==> config.mk <==
export PLATFORM = sky130hd
export DESIGN_NAME = mn_spike_window_counter_flat
export DESIGN_NICKNAME = d
export VERILOG_FILES = /design/src/rtl/mn_spike_window_counter_if.sv /design/src/rtl/mn_spike_window_counter.sv /design/src/flat_wrapper.sv
export SDC_FILE = /design/constraint.sdc
export NUM_CORES = 1
export LEC_CHECK = 0
export CAP_MARGIN = 0
export CORE_UTILIZATION = 58
export DETAILED_ROUTE_END_ITERATION = 7
export PLACE_DENSITY_LB_ADDON = 0.2
export SETUP_SLACK_MARGIN = 0.3
export SLEW_MARGIN = 5
export SYNTH_ARGS = -nofsm -noshare
export SYNTH_HDL_FRONTEND = slang
export SYNTH_SLANG_ARGS = --single-unit
==> constraint.sdc <==
create_clock -name rawclk -period 8.1 [get_ports rawclk]
set_input_delay 1.62 -clock rawclk [delete_from_list [all_inputs] [get_ports rawclk]]
set_output_delay 1.62 -clock rawclk [all_outputs]
set_load 0.1 [all_outputs]
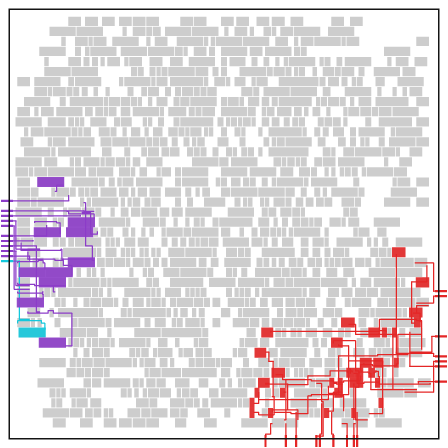
Run 1: nets reached from selected ports
Key: cyan = `sync_err` [bits 1, direction output, edge west, end cells 1, buffers 1, wire 31.1 µm]; red = `win_frames` [bits 16, direction input, edge 9 south, 7 east, end cells 32, buffers 16, wire 673 µm]; purple = `frame_count` [bits 10, direction output, edge west, end cells 10, buffers 10, wire 316 µm]
Ports: 76
Port-buffer cells: 75

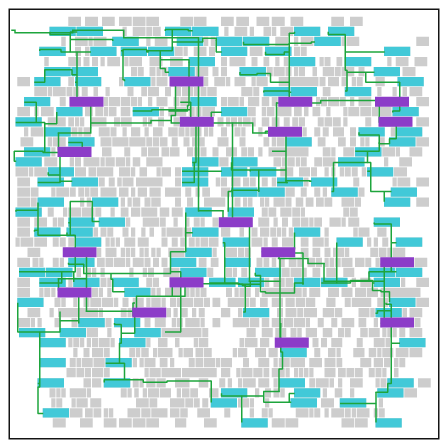
Run 1: clock distribution
Key: green = clock wires [length 1660 µm]; purple = clock drivers [count 17]; cyan = flip-flops [count 130]
There are 18 routed clock nets.
clk latency late pin: 0.43 ns
clock network fraction of total power: 56.2%

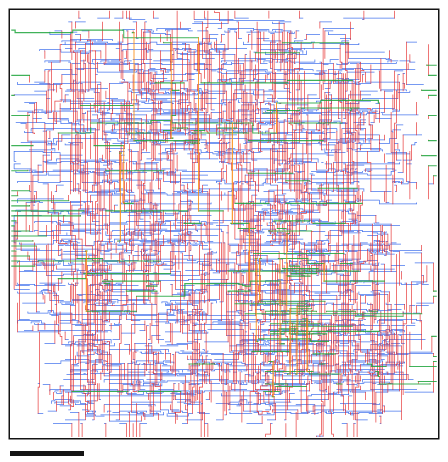
Run 1: signal wires by layer
The bar under the picture is 20 µm long.
Key: orange = metal 4 [wire length 352 µm]; blue = metal 1 [wire length 8840 µm]; red = metal 2 [wire length 9110 µm]; green = metal 3 [wire length 1330 µm]
GRT Total Usage: 30.6%
Routed WL per cell: 16.1 µm
via count: 7273
total wire length: 19.6 mm

==> job_summary.md, run 1 <==
## Synthesis and layout report

| Metric | Value |
|---|---|
| Min Tclk post-route | `7.16 ns` |
| Vias in the first global route | `6656` |
| Area leader, netlist | `dfxtp_1` |
| Seq power | `0.000640 W` |
| Post-DP HPWL | `12.9 mm` |
| Via-per-instance ratio | `5.98` |
| Clock root buffer | `clkbuf_16` |
| CTS tree | `built` |
| CTS max path bufs | `2` |
| Area growth syn-to-layout | `20.0%` |
| Ys flop type | `dfxtp_1` |
| # Cells Yosys | `986` |
| Worst reg-to-reg setup slack | `1.98 ns` |
| FP Core Util | `59.7%` |
| Antenna-violating nets left | `0` |
| Fillcell total | `1090` |
| Fraction of layout cells with a size suffix above 1 | `6.12%` |
| Chip Area | `13400 µm²` |
| Max Cap Violations | `0` |
| Status | `finished, final reports clean` |
| Placed Cells | `1185` |
| Final net count | `1082` |
| Pins over their slew limit | `0` |
| Area of the core | `12600 µm²` |
| Critical path capture point type | `register` |
| Num rows | `41` |
| Cts hold-fix bufs | `0` |
| Logic area | `4630 µm²` |
| Comb pwr | `0.0000470 W` |
| Top cells by area | `dfxtp_1 35%, nand2_1 7.9%, a21oi_1 6.4%` |
| H-tree depth | `4` |
| Post-route DRC | `0` |
| Int Power | `0.00125 W` |
| PD cells | `174 nW/µm²` |
| Yosys top cell area share | `34.6%` |
| Flip-flops with a built-in enable | `0` |
| Log Warnings | `29` |
| Synth Area per Inst | `7.64 µm²` |
| Net Sw Power | `0.000318 W` |
| Die W | `116 µm` |
| Worst Reg2Reg Path Length in Cells | `21` |
| Yosys cell types | `69` |
| Post-synth ARST share | `0%` |
| Pin count of the biggest net entering global routing | `73` |
| Pre-CTS WS | `0.523 ns` |
| GPL Wtd Cong | `0.927` |
| Hold/Removal Path Class | `reg -> reg` |
| YS chip area | `7530 µm²` |
| Global-route wire length before repair | `32.2 mm` |
| Post-synthesis cell count | `986` |
| Sequential element share of the synthesized area | `34.6%` |
| Setup ws final | `0.941 ns` |
| Clock group total power | `0.000883 W` |
| Fin. Hold Viols | `0` |
| Hold path depth | `2` |
| Commonest non-fill, non-tap cells in the layout | `159 x nand2_1, 130 x dfxtp_1, 98 x nor2_1` |
| Worst-margin pin slew | `0.990 ns` |
| Setup violators final | `0` |
| Clk_skew | `0.00604 ns` |
| Crit share post-route | `88.4%` |
| WP data arrival | `7.46 ns` |
| Crit path DRT | `8.40 ns` |
| CP Class | `in -> reg` |
| YS warnings | `0` |
| Comb pwr share | `3.0%` |
| Drt first-iter violations | `628` |
| Post-synth top cells | `159 x nand2_1, 130 x dfxtp_1, 100 x nor2_1` |
| Height of the die | `116 µm` |
| Worst-path clk slew | `0.06 ns` |
| Top pwr grp | `clock` |
| Post-CTS Setup Bufs | `0` |
| Switching part of the total | `20.2%` |
| Fmax | `0.140 GHz` |
| Net Count, Synth | `1036` |
| Total gr overflow | `0` |
| Utilization after layout | `71.6%` |
| Ys flops | `130` |
| 1st-pass router iterations | `8` |
| Minimum hold slack | `0.445 ns` |
| Max-slew headroom | `33.8%` |
| RSZ-0062 raised after global routing | `no` |
| Antenna violations before repair | `0` |
run 1: cells by family after synthesis:
| group | count (synthesis) | synth area share, % |
|---|---|---|
| XOR/XNOR | 60 | 6.98 |
| AND/OR/NAND/NOR | 451 | 28.0 |
| adder cells (fa/ha/maj) | 19 | 3.26 |
| AND-OR/OR-AND | 206 | 17.3 |
| flip-flops | 130 | 34.6 |
| buffers and inverters | 78 | 4.32 |
| multiplexers | 42 | 5.61 |
run 1: worst max-delay path: stages:
cell and delay (ns):
clkdlybuf4s50_1 0.52, and2_1 0.21, o221a_2 0.22, nor3_1 0.50, a22o_1 0.36, nor2_2 0.10
and2_1 0.18, ha_1 0.20, ha_1 0.36, fa_1 0.48, a21o_1 0.18, a21oi_1 0.21
o21bai_1 0.08, a21o_1 0.20, a21oi_1 0.28, o21ai_1 0.24, nand4_1 0.24, or2_1 0.71
o21ai_0 0.26, a32oi_1 0.25, nor2_1 0.05
run 1: metrics by stage:
stage / cell area, µm² / power (W)
final: 9030 / 0.00157
after global routing: 9030 / 0.00161
after CTS: 9030 / 0.00157
after detailed placement: 8350 / 0.000701
after global placement: 8350 / 0.000700
after floorplan: 7530 / 0.000674
run 1: routing by layer:
metal  routed length, µm  global-route usage [%]  vias up
met5                   0                       0        -
met4                 351                    10.9        0
met3                1330                    7.11       38
met2                9110                    49.3      247
met1                8840                    40.0     3420
li1                    -                       -     3568
run 1: cell type report:
class | instances | area share [%]
Clock inverter | 13 | 2.56
Tap cell | 172 | 2.38
Inverter | 17 | 0.706
Timing Repair Buffer | 88 | 9.33
Sequential cell | 130 | 28.8
Clock buffer | 19 | 5.01
Multi-Input combinational cell | 778 | 51.2
==> run 1 -> run 2 <==
==> constraint.sdc (replaced) <==
create_clock -name rawclk -period 8.1 [get_ports rawclk]
set_input_delay 1.62 -clock rawclk [delete_from_list [all_inputs] [get_ports rawclk]]
set_output_delay 1.62 -clock rawclk [all_outputs]
set_load 0.02 [all_outputs]
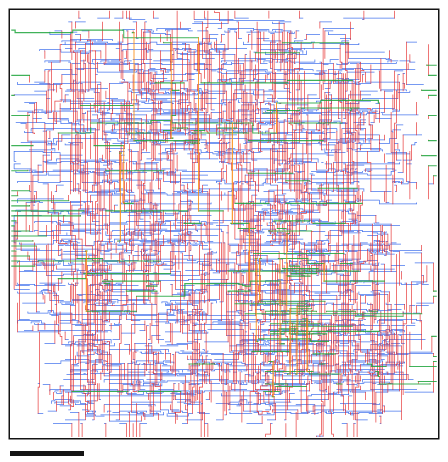
Run 2: signal wires by layer
The bar under the picture is 20 µm long.
Key: blue = metal 1 [wire length 8840 µm]; red = metal 2 [wire length 9110 µm]; orange = metal 4 [wire length 352 µm]; green = metal 3 [wire length 1330 µm]

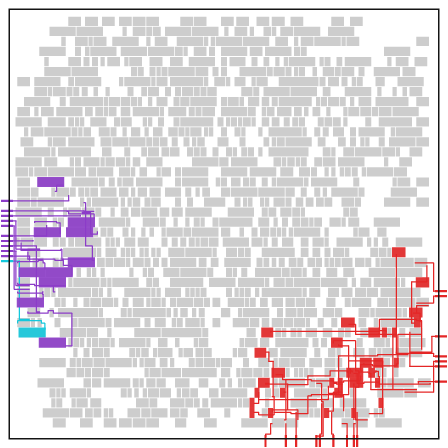
Run 2: nets reached from selected ports
Key: cyan = `sync_err` [bits 1, direction output, edge west, end cells 1, buffers 1, wire 31.1 µm]; red = `win_frames` [bits 16, direction input, edge 9 south, 7 east, end cells 32, buffers 16, wire 673 µm]; purple = `frame_count` [bits 10, direction output, edge west, end cells 10, buffers 10, wire 316 µm]

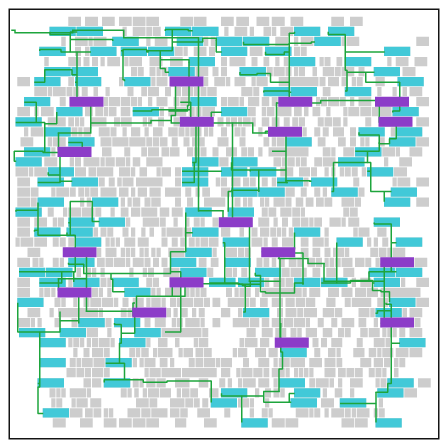
Run 2: clock distribution
clk_skew: 0.00604 ns
clock group total power: 0.000883 W

==> run 2 against run 1 <==
Compared with the run above: core utilization is the same; total power is the same; sequential share of layout area is the same; clock skew is the same; count of clock-buffer cells in the layout is the same; wire length is the same; combinational power is essentially flat; clock power is essentially flat; highest routed layer unchanged; critical endpoint unchanged; cell count is the same.
==> job_summary.md, run 2 <==
## Synthesis and layout report

| Metric | Value |
|---|---|
| Fmax | `0.140 GHz (unchanged)` |
| Hold path depth | `2 (unchanged)` |
| Post-DP HPWL | `12.9 mm (unchanged)` |
| Max Cap Violations | `0 (unchanged)` |
| Worst reg-to-reg setup slack | `1.98 ns (about the same)` |
| Antenna violations before repair | `0 (unchanged)` |
| Yosys cell types | `69 (unchanged)` |
| Setup violators final | `0 (unchanged)` |
| Pin count of the biggest net entering global routing | `73 (unchanged)` |
| Max-slew headroom | `41.2% (+7.5 points)` |
| WP data arrival | `7.46 ns (about the same)` |
| Via-per-instance ratio | `5.98 (unchanged)` |
| Commonest non-fill, non-tap cells in the layout | `159 x nand2_1, 130 x dfxtp_1, 98 x nor2_1` |
| Worst Path Buf+Inv | `1 (unchanged)` |
| Hold/Removal Path Class | `reg -> reg` |
| Family with the most delay on the worst path | `AND-OR/OR-AND gates` |
| GR Util met3 | `7.11% (unchanged)` |
| H-tree depth | `4 (unchanged)` |
| Slowest cell delay on critical path | `0.71 ns (about the same)` |
| Total gr overflow | `0 (unchanged)` |
| Crit path DRT | `8.40 ns (about the same)` |
| Pins over their slew limit | `0 (unchanged)` |
| Log Warnings | `29 (unchanged)` |
| Ys flop type | `dfxtp_1` |
| Area leader, netlist | `dfxtp_1` |
| CP Class | `in -> reg` |
| Sequence of cells on the critical path | `clkdlybuf4s50_1, and2_1, o221a_2, nor3_1, a22o_1, nor2_2, and2_1, ha_1, ha_1, fa_1, a21o_1, a21oi_1, o21bai_1, a21o_1, a21oi_1, o21ai_1, nand4_1, or2_1, o21ai_0, a32oi_1, nor2_1` |
| Fraction of layout cells with a size suffix above 1 | `6.12% (unchanged)` |
| Clock root buffer | `clkbuf_16` |
| Top cells by area | `dfxtp_1 35%, nand2_1 7.9%, a21oi_1 6.4%` |
| Flip-flops with a built-in enable | `0 (unchanged)` |
| GPL Wtd Cong | `0.927 (unchanged)` |
| Area growth syn-to-layout | `20.0% (unchanged)` |
| Port-buffer cells | `75 (unchanged)` |
| Gr busiest metal | `met2` |
| Crit share post-route | `88.4% (unchanged)` |
| Crit-path slowest cell | `or2_1` |
| 1st-pass router iterations | `8 (unchanged)` |
| Vias in the first global route | `6656 (unchanged)` |
| Total wire length | `19.6 mm (unchanged)` |
| Yosys top cell area share | `34.6% (unchanged)` |
| Num rows | `41 (unchanged)` |
| YS chip area | `7530 µm² (unchanged)` |
| Logic area | `4630 µm² (unchanged)` |
| PD cells | `174 nW/µm² (unchanged)` |
| Chip Area | `13400 µm² (unchanged)` |
| Worst-path clk slew | `0.06 ns (about the same)` |
| Critical path capture point type | `register` |
| Met1 Use GR | `40.0% (unchanged)` |
| Height of the die | `116 µm (unchanged)` |
| Synth Area per Inst | `7.64 µm² (unchanged)` |
| Min Tclk post-route | `7.16 ns (unchanged)` |
| Post-synth top cells | `159 x nand2_1, 130 x dfxtp_1, 100 x nor2_1` |
| Status | `finished, final reports clean` |
| Final net count | `1082 (unchanged)` |
| Fin. Hold Viols | `0 (unchanged)` |
| FP Core Util | `59.7% (unchanged)` |
| Sequential element share of the synthesized area | `34.6% (unchanged)` |
| Ys flops | `130 (unchanged)` |
| GRT met2 Usage | `49.3% (unchanged)` |
| Number of cells on the critical path | `21 (unchanged)` |
| RSZ-0062 raised after global routing | `no` |
| Total chip power | `0.00157 W (unchanged)` |
| Post-CTS Setup Bufs | `0 (unchanged)` |
| Post-synth ARST share | `0% (unchanged)` |
| Worst-margin pin slew | `0.881 ns (-0.109 ns)` |
| Cts hold-fix bufs | `0 (unchanged)` |
| Post-route DRC | `0 (unchanged)` |
| Via count | `7273 (unchanged)` |
| Clk latency late pin | `0.43 ns (about the same)` |
| GRT Total Usage | `30.6% (unchanged)` |
| Area of the core | `12600 µm² (unchanged)` |
## run 2: area by class of cell
type / count / area share [%]
timing repair buffer: 88 / 9.33
clock inverter: 13 / 2.56
clock buffer: 19 / 5.01
sequential: 130 / 28.8
inverter: 17 / 0.706
multi-input combinational: 778 / 51.2
tap: 172 / 2.38
## run 2: logic make-up (layout without fill, tap and decap cells)
logic type                 after synthesis  in the layout  share of synthesized area [%]
AOI/OAI and AO/OA                      206            206                           17.3
and+or+nand+nor                        451            451                           28.0
muxes                                   42             42                           5.61
buffers and inverters                   78            137                           4.32
xor gates and xnor gates                60             60                           6.98
adders and majority gates               19             19                           3.26
DFF                                    130            130                           34.6
## run 2: where the power goes
group	total (W)	leakage, nW	internal (W)	switching [W]
sequential	0.000640	1.05	0.000640	0.000000328
clock	0.000883	0.329	0.000593	0.000291
combinational	0.0000470	2.01	0.0000201	0.0000268
## run 2: stage by stage
stage | setup slack (ns) | std cells | utilization [%] | instance area [µm²]
CTS | 0.967 | 1217 | 71.6 | 9030
global placement | 0.778 | 1185 | 66.2 | 8350
floorplan | 1.45 | 986 | - | 7530
finish | 0.941 | 1217 | 71.6 | 9030
detailed placement | 0.523 | 1185 | 66.2 | 8350
global route | 0.436 | 1217 | 71.6 | 9030
## run 2: per-layer routing
metal,vias to the layer above,wire [µm]
li1,3568,-
met1,3420,8840
met2,247,9110
met3,38,1330
met4,0,351
met5,-,0
Power figures rest on the tool's default switching activity, not on a simulated workload.
